### Gate-type map

Scale: 6 px per µm.
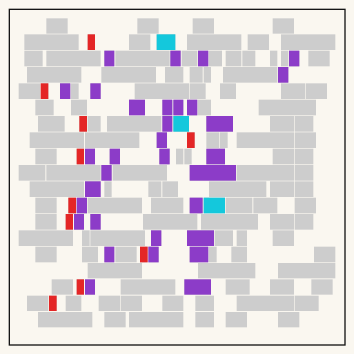
### Wire density map

Scale: 6 px per µm. 11 x 11 tiles, from white (low) to dark blue (high), scaled to the fullest tile. Values are wire area over tile area, all layers added.
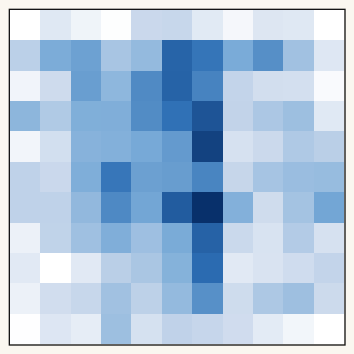
### Clock wires, drivers and flops

Scale: 8 px per µm.
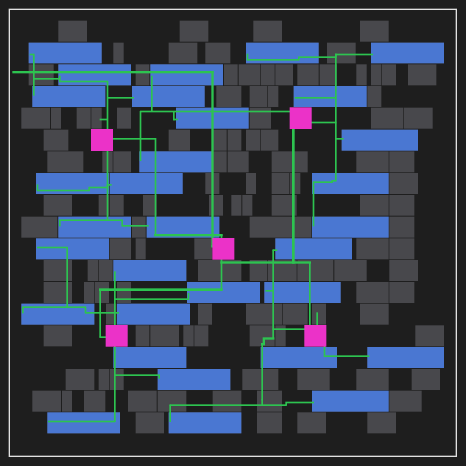
### Routing congestion map

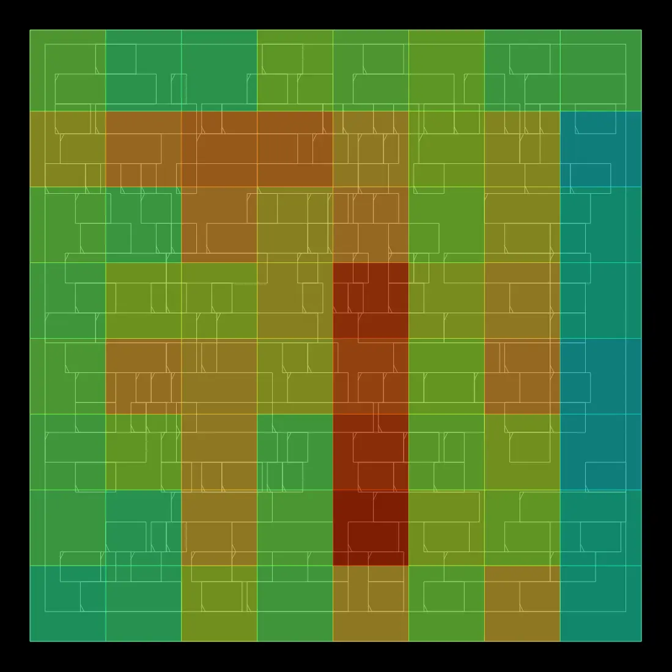
### Nets reached from selected ports

Scale: 8 px per µm.
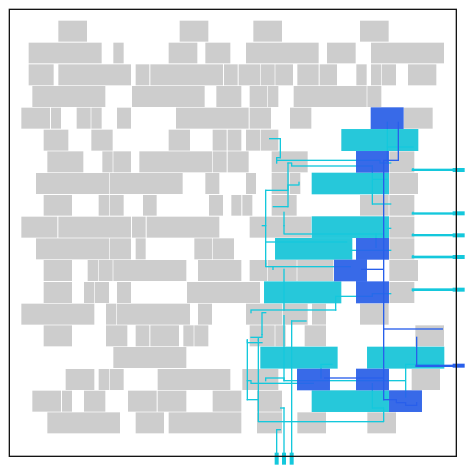
## src/rtl/irq_defs_pkg.sv

```systemverilog
// Shared definitions for the interrupt controller: default line count and FSM encoding.
package irq_defs;

  localparam int DEFAULT_N_IRQ = 8;

  typedef enum logic [1:0] {
    IDLE    = 2'd0,
    REQ     = 2'd1,
    SERVICE = 2'd2
  } irq_state_t;

endpackage

```

## src/rtl/irq_priority_encoder.sv

```systemverilog
// Combinational priority encoder: lowest set bit index wins, plus an any-set flag.
module irq_priority_encoder #(
  parameter int N = 8,
  parameter int W = 3
) (
  input  logic [N-1:0] i_bits,
  output logic [W-1:0] o_index,
  output logic         o_any
);

  always_comb begin
    o_index = '0;
    o_any   = |i_bits;
    // Scan downward so the last assignment is the lowest set index.
    for (int i = N - 1; i >= 0; i--) begin
      if (i_bits[i]) o_index = W'(i);
    end
  end

endmodule

```

## src/rtl/interrupt_controller.sv

```systemverilog
// Registered interrupt controller: edge-detected pending latch, enable mask,
// fixed priority selection and a request/service handshake with the CPU.
module interrupt_controller
  import irq_defs::*;
#(
  parameter int                   N_IRQ      = DEFAULT_N_IRQ,
  parameter int                   VEC_W      = $clog2(N_IRQ),
  parameter logic [N_IRQ-1:0]     MASK_RESET = '1
) (
  input  logic             clk,
  input  logic             reset,
  input  logic [N_IRQ-1:0] irq_in,
  input  logic             mask_we,
  input  logic [N_IRQ-1:0] mask_wdata,
  output logic [N_IRQ-1:0] mask,
  output logic [N_IRQ-1:0] pending,
  output logic             int_req,
  output logic [VEC_W-1:0] int_vector,
  input  logic             int_ack,
  input  logic             int_eoi,
  output logic             in_service
);

  localparam logic [N_IRQ-1:0] ONE = {{(N_IRQ-1){1'b0}}, 1'b1};

  logic [N_IRQ-1:0] r_irq_prev;
  logic [N_IRQ-1:0] r_pending;
  logic [N_IRQ-1:0] r_mask;
  logic             r_int_req;
  logic [VEC_W-1:0] r_int_vector;
  logic             r_in_service;
  irq_state_t       r_state;

  logic [N_IRQ-1:0] w_edge;
  logic [N_IRQ-1:0] w_active;
  logic [N_IRQ-1:0] w_clr;
  logic             w_ack_ok;
  logic [VEC_W-1:0] w_prio;
  logic             w_any;

  irq_state_t       w_state_next;
  logic             w_req_next;
  logic [VEC_W-1:0] w_vec_next;
  logic             w_insvc_next;

  assign w_edge   = irq_in & ~r_irq_prev;
  assign w_active = r_pending & r_mask;
  assign w_ack_ok = (r_state == REQ) && int_ack;
  assign w_clr    = w_ack_ok ? (ONE << r_int_vector) : '0;

  irq_priority_encoder #(
    .N (N_IRQ),
    .W (VEC_W)
  ) u_prio (
    .i_bits  (w_active),
    .o_index (w_prio),
    .o_any   (w_any)
  );

  // Edge detect, pending latch and mask; a new edge wins over a same-cycle clear.
  always_ff @(posedge clk or posedge reset) begin
    if (reset) begin
      r_irq_prev <= '0;
      r_pending  <= '0;
      r_mask     <= MASK_RESET;
    end else begin
      r_irq_prev <= irq_in;
      r_pending  <= (r_pending & ~w_clr) | w_edge;
      if (mask_we) r_mask <= mask_wdata;
    end
  end

  always_ff @(posedge clk or posedge reset) begin
    if (reset) begin
      r_state      <= IDLE;
      r_int_req    <= 1'b0;
      r_int_vector <= '0;
      r_in_service <= 1'b0;
    end else begin
      r_state      <= w_state_next;
      r_int_req    <= w_req_next;
      r_int_vector <= w_vec_next;
      r_in_service <= w_insvc_next;
    end
  end

  // Once a request is latched it is held until ack, ignoring later arrivals and mask edits.
  always_comb begin
    w_state_next = r_state;
    w_req_next   = r_int_req;
    w_vec_next   = r_int_vector;
    w_insvc_next = r_in_service;
    case (r_state)
      IDLE: begin
        if (w_any) begin
          w_vec_next   = w_prio;
          w_req_next   = 1'b1;
          w_state_next = REQ;
        end
      end
      REQ: begin
        if (int_ack) begin
          w_req_next   = 1'b0;
          w_insvc_next = 1'b1;
          w_state_next = SERVICE;
        end
      end
      SERVICE: begin
        if (int_eoi) begin
          w_insvc_next = 1'b0;
          w_state_next = IDLE;
        end
      end
      default: begin
        w_state_next = IDLE;
        w_req_next   = 1'b0;
        w_insvc_next = 1'b0;
      end
    endcase
  end

  assign mask       = r_mask;
  assign pending    = r_pending;
  assign int_req    = r_int_req;
  assign int_vector = r_int_vector;
  assign in_service = r_in_service;

endmodule
```

## config.mk

```make
export PLATFORM = sky130hd
export DESIGN_NAME = interrupt_controller
export DESIGN_NICKNAME = d
export VERILOG_FILES = /design/src/rtl/irq_defs_pkg.sv /design/src/rtl/irq_priority_encoder.sv /design/src/rtl/interrupt_controller.sv
export SDC_FILE = /design/constraint.sdc
export NUM_CORES = 1
export LEC_CHECK = 0
export CAP_MARGIN = 20
export CORE_UTILIZATION = 44
export DETAILED_ROUTE_END_ITERATION = 8
export PLACE_DENSITY_LB_ADDON = 0.05
export SLEW_MARGIN = 20
export SYNTH_ARGS = -nofsm -noshare
export SYNTH_HDL_FRONTEND = slang
export SYNTH_SLANG_ARGS = --single-unit
```

## constraint.sdc

```tcl
create_clock -name clk -period 1.7 [get_ports clk]
set_input_delay 0.17 -clock clk [delete_from_list [all_inputs] [get_ports clk]]
set_output_delay 0.17 -clock clk [all_outputs]
set_load 0.03 [all_outputs]
```

==> reports/qor.yml <==
run_status:
  status: "complete, no violations"
logic_synthesis:
  simple_gate_share: 0.0769
  xor_share: 0
  ys.flop_type: "dfrtp_1"
  ys_cells: 104
  synth-edff-count: 0
  async_reset_ff_frac: 1.00
  most_common_cell: "dfrtp_1"
  mux_share: 0.0828
  common_cells: "23 x dfrtp_1, 18 x o21ai_0, 10 x inv_1, 8 x dfstp_2, 8 x mux2_2"
  ys_sh_aoi: 0.188
  synth_seq_share: 0.619
  synth_cells: 104
  yosysTopAreaCellShare: 0.454
  yosysWarnings: 0
  ys_chip_area_um2: 1270
  avgSynthCellArea_um2: 12.2
routing:
  first_pass_iters: 4
  ant_nets: 0
  dr.first_iter.drc_count: 20
  drc: 0
worst_setup_path:
  cp_max_fo: 4
  r2r_start: "pending[5]"
  worstPathCellList: "clkdlybuf4s50_1"
  rrSetupSlack_ns: 0.25
  end_kind: "output port"
  critical_path.slowest_cell: "clkdlybuf4s50_1"
  crit_family: "buffers and inverters"
  setup.worst_path.end: "pending[4]"
  crit_cells: 1
  cp.required_ns: 1.53
  arrival_ns: 1.48
  startpoint: "pending[4]"
  r2r-end: "int_vector[0]"
die:
  core_um2: 2730
  num_rows: 19
  die_width_um: 55.7
clock_tree:
  cts-buffers-inserted: 5
  clock_sinks: 31
  clkTransAtPathRegs_ns: 0.09
  cts-root-buf: "clkbuf_4"
  cts_setup_buffers: 0
  cts_buffer_depth: 2
global_route:
  grt_overflow: 0
  grt_max_degree: 32
  antenna_found_initial: 0
  grt_first_pass_wirelength_mm: 4.50
  grt_pass1_vias: 977
timing:
  setup_viol: 0
  final.setup.tns_ns: 0
  rsz0062_at_grt: "false"
  period_minus_slack_ns: 1.65
  fmax_ghz: 0.607
  whs_ns: 0.200
  fin_crit_sh: 0.969
power_and_ir_drop:
  power_density_nw_per_um2: 1450
  power.leakage_nw: 0.740
final_layout:
  fillers: 236
  final-seq-area_um2: 786
  finalNetCount: 174
  diodes: 0
  logic_area_um2: 442
placed_design:
  place_congestion: 0.868
  hpwl_mm: 1.89
min_path:
  hold_class: "in2async"
-- 'Gate-type map' (at the start) --
- aoi and oai cells: purple (cells 32; most used o21ai_0)
- inv cells: red (cells 10; most used inv_1)
- non-inverting ao/oa cells: cyan (cells 3)
Comb area share: 0.249
non-filler cells, final: 185
Top cell excl fill/tap: clkdlybuf4s50_1

-- 'Wire density map' (at the start) --
- nearly empty tiles: 5.0%
- densest ninth of the die: center
- mean over tiles: 0.14
all-layer global routing usage: 0.196
via count: 986
drt total wl: 2.66 mm
routed wire length per instance: 14.4 µm

-- 'Clock wires, drivers and flops' (at the start) --
- flip-flops: blue (count 31)
- clock wires: green (length 411 µm)
- clock-net drivers: magenta (count 5)
- routed clock nets: 6
Clock net power: 0.409 mW
clock power share: 0.159
clk ins delay skew pair: 0.33 ns
Worst Clk Skew: 0.00717 ns

-- 'Routing congestion map' (at the start) --
GRT busiest layer: met2
met2 GRT Util: 0.284
routing usage on met1: 0.254

-- 'Nets reached from selected ports' (at the start) --
- `mask_we`: blue (bits 1; direction input; end cells 8; buffers 1; wire 67.2 µm)
- `mask`: cyan (bits 8; direction output; end cells 8; buffers 8; wire 286 µm)
PortBufs: 41
Boundary Pins: 42

==> kinds of logic after synthesis <==
group	count (synthesis)
buf+inv	11
flops	31
mux	9
simple gates	18
compound gates	35
==> cell usage in the layout, fill, tap and decap left out, types with 3 or more instances in the layout <==
cell / instances
clkdlybuf4s50_1: 28
o21ai_0: 18
nand2_1: 6
a22oi_2: 3
mux2_2: 8
dfstp_2: 8
a21oi_1: 5
dlymetal6s2s_1: 3
inv_1: 10
nand2b_1: 3
dlygate4sd2_1: 10
dfrtp_1: 23
clkbuf_4: 5
==> repair_timing <==
item	4_1_cts	5_1_grt
endpoints found under the hold margin	0	0
resized	10	3
setup endpoints to repair	10	3
==> per-layer routing <==
layer | wire, µm | up-vias | global-route usage | share of wire
met5 | 0 | - | 0 | 0
met4 | 57 | 0 | 0.118 | 0.021
met3 | 217 | 6 | 0.0651 | 0.082
met2 | 1170 | 43 | 0.284 | 0.44
met1 | 1210 | 468 | 0.254 | 0.46
li1 | - | 469 | - | -
==> state kept, by name, summed over array words and instances (netlist names) <==
name	flops
in_service	1
r_irq_prev	8
int_req	1
int_vector	3
pending	8
mask	8
r_state	2
==> worst reg2reg max path: stages (launching register included) <==
cell     delay, ns
dfrtp_1       0.44
a22oi_2       0.24
nand2_1       0.10
o21a_1        0.24
mux2_4        0.32
==> final cells by class <==
cell class,count,share of cell area
clock inverters,1,0.00282
multi-input cells,62,0.249
well taps,31,0.0219
clock buffers,7,0.0254
inverters,10,0.0212
flip-flops and latches,31,0.443
repair buffers,43,0.237
==> metrics by stage <==
step | power [mW] | area [µm²] | worst slack, ns
6_report | 2.57 | 1770 | 0.0526
3_3_place_gp | 2.19 | 1730 | 0.191
2_1_floorplan | 1.74 | 1270 | 0.267
5_1_grt | 2.72 | 1770 | 0.0160
3_5_place_dp | 2.21 | 1730 | 0.128
4_1_cts | 2.60 | 1770 | 0.0163
==> where the power goes <==
group | switching, mW | internal [mW]
Sequential | 0.224 | 0.921
Clock | 0.248 | 0.161
Combinational | 0.554 | 0.468
Total | 1.02 | 1.55
==> worst min path at each step <==
| stage | startpoint | slack (ns) | to |
|---|---|---|---|
| 2_1_floorplan | irq_in[0] | 0.20 | r_irq_prev[0] |
| 3_3_place_gp | r_irq_prev[3] | 0.40 | pending[3] |
| 3_5_place_dp | r_irq_prev[2] | 0.41 | pending[2] |
| 4_1_cts | reset | 0.21 | int_vector[1] |
| 5_1_grt | reset | 0.28 | r_irq_prev[7] |
| 6_report | reset | 0.20 | r_irq_prev[7] |
No activity file was given, so power comes from the tool's default toggle rates.
